### src/rtl/load_store_unit.sv
// load_store_unit: data-port initiator with alignment, lane steering and load extension; LSU_TIMEOUT_EN adds a REQ wait limit.
module load_store_unit #(
    parameter int ADDR_WIDTH     = 32,
    parameter int DATA_WIDTH     = 32,
    parameter int TIMEOUT_CYCLES = 16
) (
    input  logic                  clk,
    input  logic                  rst,
    input  logic                  req_valid,
    output logic                  req_ready,
    input  logic                  req_store,
    input  logic [1:0]            req_size,
    input  logic                  req_unsigned,
    input  logic [ADDR_WIDTH-1:0] req_addr,
    input  logic [DATA_WIDTH-1:0] req_wdata,
    input  logic [4:0]            req_tag,
    output logic                  resp_valid,
    output logic [DATA_WIDTH-1:0] resp_data,
    output logic [4:0]            resp_tag,
    output logic                  resp_misaligned,
    output logic                  resp_timeout,
    output logic [ADDR_WIDTH-1:0] dmem_addr,
    output logic [DATA_WIDTH-1:0] dmem_write_data,
    output logic                  dmem_read,
    output logic                  dmem_write,
    output logic [3:0]            dmem_byte_enable,
    input  logic [DATA_WIDTH-1:0] dmem_read_data,
    input  logic                  dmem_ready
);
    typedef enum logic [1:0] {IDLE, REQ, DONE} state_t;
    state_t state, state_nx;
    logic                  store_q, uns_q, accept, misaligned, to_hit;
    logic [1:0]            size_q, off_q;
    logic [4:0]            tag_q;
    logic [3:0]            be;
    logic [DATA_WIDTH-1:0] wdata_rep, shifted, load_data;

    assign req_ready  = state == IDLE;
    assign resp_valid = state == DONE;
    assign dmem_read  = state == REQ && !store_q;
    assign dmem_write = state == REQ && store_q;
    assign accept     = req_valid && req_ready;
    assign misaligned = (req_size == 2'b01 && req_addr[0]) || (req_size[1] && req_addr[1:0] != 2'b00);
    assign be = !req_store ? 4'b0000 :
                req_size == 2'b00 ? 4'b0001 << req_addr[1:0] :
                req_size == 2'b01 ? 4'b0011 << req_addr[1:0] : 4'b1111;
    assign wdata_rep = req_size == 2'b00 ? {4{req_wdata[7:0]}} :
                       req_size == 2'b01 ? {2{req_wdata[15:0]}} : req_wdata;
    assign shifted   = dmem_read_data >> {off_q, 3'b000};
    assign load_data = size_q == 2'b00 ? {{24{~uns_q & shifted[7]}}, shifted[7:0]} :
                       size_q == 2'b01 ? {{16{~uns_q & shifted[15]}}, shifted[15:0]} : shifted;

`ifdef LSU_TIMEOUT_EN
    localparam int CW = $clog2(TIMEOUT_CYCLES + 1);
    logic [CW-1:0] cnt;
    always_ff @(posedge clk or posedge rst) begin
        if (rst)
            cnt <= '0;
        else if (state != REQ)
            cnt <= '0;
        else if (!dmem_ready)
            cnt <= cnt + CW'(1);
    end
    // Fires on the last permitted REQ cycle; a coincident ready still completes normally.
    assign to_hit = state == REQ && !dmem_ready && cnt == CW'(TIMEOUT_CYCLES - 1);
`else
    assign to_hit = TIMEOUT_CYCLES < 0;
`endif

    always_comb begin
        state_nx = state;
        if (state == IDLE && accept)
            state_nx = misaligned ? DONE : REQ;
        else if (state == REQ && (dmem_ready || to_hit))
            state_nx = DONE;
        else if (state == DONE)
            state_nx = IDLE;
    end

    always_ff @(posedge clk or posedge rst) begin
        if (rst) begin
            state            <= IDLE;
            store_q          <= 1'b0;
            uns_q            <= 1'b0;
            size_q           <= 2'b00;
            off_q            <= 2'b00;
            tag_q            <= '0;
            resp_data        <= '0;
            resp_tag         <= '0;
            resp_misaligned  <= 1'b0;
            resp_timeout     <= 1'b0;
            dmem_addr        <= '0;
            dmem_write_data  <= '0;
            dmem_byte_enable <= 4'b0000;
        end else begin
            state <= state_nx;
            if (state == IDLE && accept) begin
                store_q          <= req_store;
                uns_q            <= req_unsigned;
                size_q           <= req_size;
                off_q            <= req_addr[1:0];
                tag_q            <= req_tag;
                dmem_addr        <= {req_addr[ADDR_WIDTH-1:2], 2'b00};
                dmem_write_data  <= wdata_rep;
                dmem_byte_enable <= be;
                // Misaligned ops complete straight from IDLE, so the response is loaded here.
                if (misaligned) begin
                    resp_data       <= '0;
                    resp_tag        <= req_tag;
                    resp_misaligned <= 1'b1;
                    resp_timeout    <= 1'b0;
                end
            end else if (state == REQ && (dmem_ready || to_hit)) begin
                resp_data       <= (store_q || !dmem_ready) ? '0 : load_data;
                resp_tag        <= tag_q;
                resp_misaligned <= 1'b0;
                resp_timeout    <= !dmem_ready;
            end
        end
    end
endmodule
### config.mk
export PLATFORM = sky130hd
export DESIGN_NAME = load_store_unit
export DESIGN_NICKNAME = d
export VERILOG_FILES = /design/src/rtl/load_store_unit.sv
export SDC_FILE = /design/constraint.sdc
export NUM_CORES = 1
export LEC_CHECK = 0
export ABC_CLOCK_PERIOD_IN_PS = 10900
export CAP_MARGIN = 15
export CORE_MARGIN = 3
export CORE_UTILIZATION = 48
export CTS_BUF_LIST = sky130_fd_sc_hd__clkbuf_4 sky130_fd_sc_hd__clkbuf_8
export DETAILED_ROUTE_END_ITERATION = 6
export PLACE_DENSITY = 0.88
export SKIP_LAST_GASP = 1
export SYNTH_ARGS = -nofsm -noshare
export SYNTH_HDL_FRONTEND = slang
export SYNTH_SLANG_ARGS = --single-unit
export TNS_END_PERCENT = 30
### constraint.sdc
create_clock -name clk -period 10.9 [get_ports clk]
set_input_delay 2.18 -clock clk [delete_from_list [all_inputs] [get_ports clk]]
set_output_delay 2.18 -clock clk [all_outputs]
set_load 0.05 [all_outputs]
### Cell density map

11 x 11 tiles, from black (low) to pale yellow (high), 0 to 100% covered.
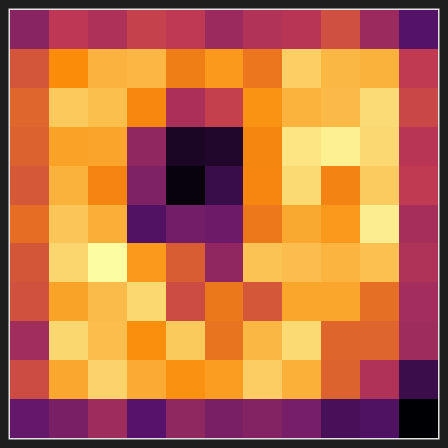
mean over tiles: 63%
tiles over 75% full: 42%
fullest tile: 100%
Initial Util: 0.497
placeable core area: 11000 um2

### Routing congestion

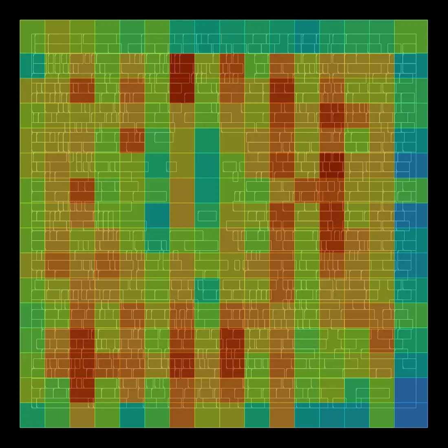
mean routed wirelength per cell: 17.8 um
GR peak layer: met2
met3 Use GR: 0.114
global-route track usage on met2: 0.426

### Sequential cells grouped by signal name

Other sequential cells in the stronger gray, the rest of the logic in the fainter gray.
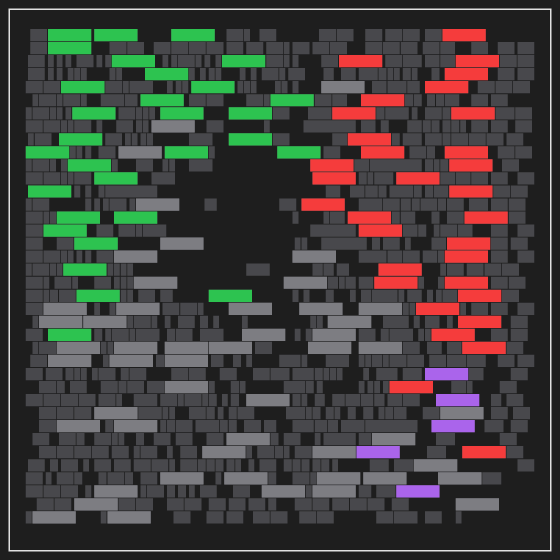
[resp_tag] purple | flops: 5 | where: lower right
[dmem_addr] green | flops: 30
[resp_data] red | flops: 32
share of cell area taken by flip-flops and latches: 0.363
flip-flop and latch power: 0.800 mW
register area: 2950 um2
core utilization of the finished layout: 0.741

==> run notes <==
Physical design

The run finished with clean final reports. According to the dpl log, the detail-placed design has an HPWL of 11500 um. The detail route stage leaves a number of antenna-violating nets equal to 0. For this run, design rule violations remaining after detail routing come to 0.

The number of different library cells in the post-synthesis netlist stands at 31. The number of buffers inserted by post-CTS setup repair stands at 0. The report shows a maximum critical-path fanout of 6. The flow reports power dissipated in the clock network as between 0.4 and 0.5 mW. The total length of routed met3 wires stands at 1750 um.

STA classifies the critical path startpoint as a flop. The cell-mix breakdown from Yosys lists the simple-gate area share as 0.161. The floorplan step set the die height to ~110 um. The stage delay of the slowest cell on the critical path stands at 0.82 ns. The CTS buffer count stands at 17. Ranking logic cells in the layout by count gives the top entries 217 x sky130_fd_sc_hd__clkdlybuf4s50_1, 170 x sky130_fd_sc_hd__nand2_1, 118 x sky130_fd_sc_hd__dfrtp_1. The transition time of the tightest slew-check pin stands at between 1 and 1.5 ns. STA puts the critical path data required time at 8.72 ns.

The total number of tap cells stands at between 100 and 150. After detailed routing, the total wire length is roughly 16000 um. The adder-cell share of the synthesized area stands at 0.00916.

Ranked by total cell area, the synthesized netlist is headed by sky130_fd_sc_hd__dfrtp_1 54%, sky130_fd_sc_hd__nand2_1 12%, sky130_fd_sc_hd__mux2i_1 7.5%, sky130_fd_sc_hd__o21ai_0 3.8%, sky130_fd_sc_hd__a22o_1 3.8%. Of the total power, combinational logic draws 0.565. Traced cell by cell, the critical path runs through inv_1 > and3_1 > clkdlybuf4s50_1. Per the synthesis report, the XOR/XNOR share of the synthesized area is 0. The tally of buffers added on design ports stands at ~220. The maximum number of buffers from clock root to sink stands at 2. The cell type that accounts for the most area after synthesis is sky130_fd_sc_hd__dfrtp_1. Setup repair after global routing left no endpoint under its margin. The peak supply drop stands at 0.280 mV. Buffers inserted to repair hold after CTS numbered 0.

The remaining max-slew budget at the tightest pin stands at 0.248. The registers reported with the highest flop counts are dmem_write_data (32), resp_data (32), dmem_addr (30). The post-synth tally of flip-flops with integrated enable stands at 0. The root buffer cell chosen for the clock tree is sky130_fd_sc_hd__clkbuf_8. The clock slew at the register clock pins of the worst setup and hold paths stands at ~0.070 ns.

The layout has 754 filler cells. The layout summary lists the proportion of cells stronger than drive strength 1 as 0.0827. Looking at the reg2reg group, the worst path starts from off_q[1]. The worst setup path is captured at an output port. The floorplan die width stands at 113 um. The most common logic cell in the final layout is sky130_fd_sc_hd__clkdlybuf4s50_1.

The aoi/oai-family share of the synthesized area stands at 0.133. After technology mapping, the gate count stands at approximately 560. The internal power of the cells totals ~1.5 mW.

Per the final report, the share of cell area in clock cells is 0.0553. The number of global-route vias before repair was 4913. Per STA, the worst path accumulates the most delay in the family buffers and inverters.
### Cell sizes after repair

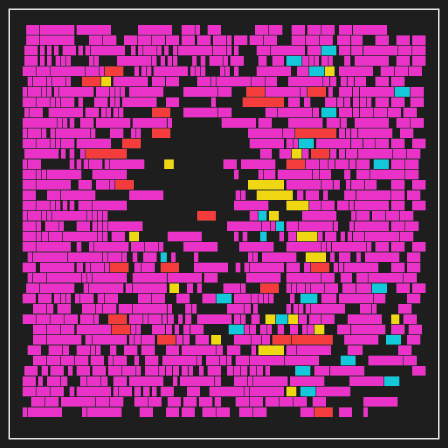
[drive 6 and up] red | cells: 24 | share: 3.1% | most used: clkbuf_8
[drive 2] cyan | cells: 21 | share: 2.7% | most used: mux2_2
[drive 1 or less] magenta | cells: 710 | share: 92% | most used: clkdlybuf4s50_1
[drive 3 to 4] yellow | cells: 19 | share: 2.5% | most used: buf_4
layout-stage area growth over the synthesis result: 49.0%
post-route cell area: 8140 um2
Plain + repair buffers: 223
final worst-path setup slack: 6.62 ns

### Placement by cell class

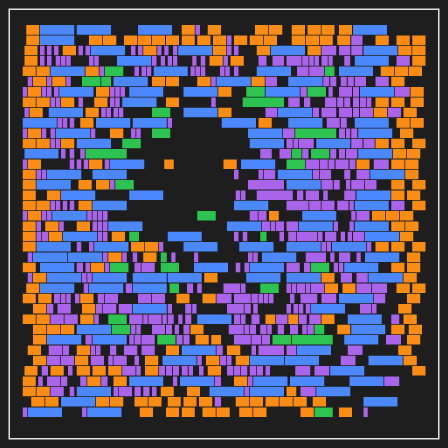
[clock drivers and dummy loads] green | cells: 32
[all other logic] purple | cells: 401
[flops] blue | cells: 118
[other buffers and delay cells] orange | cells: 223
Placement Rows: 38

No activity file was given, so power comes from the tool's default toggle rates.
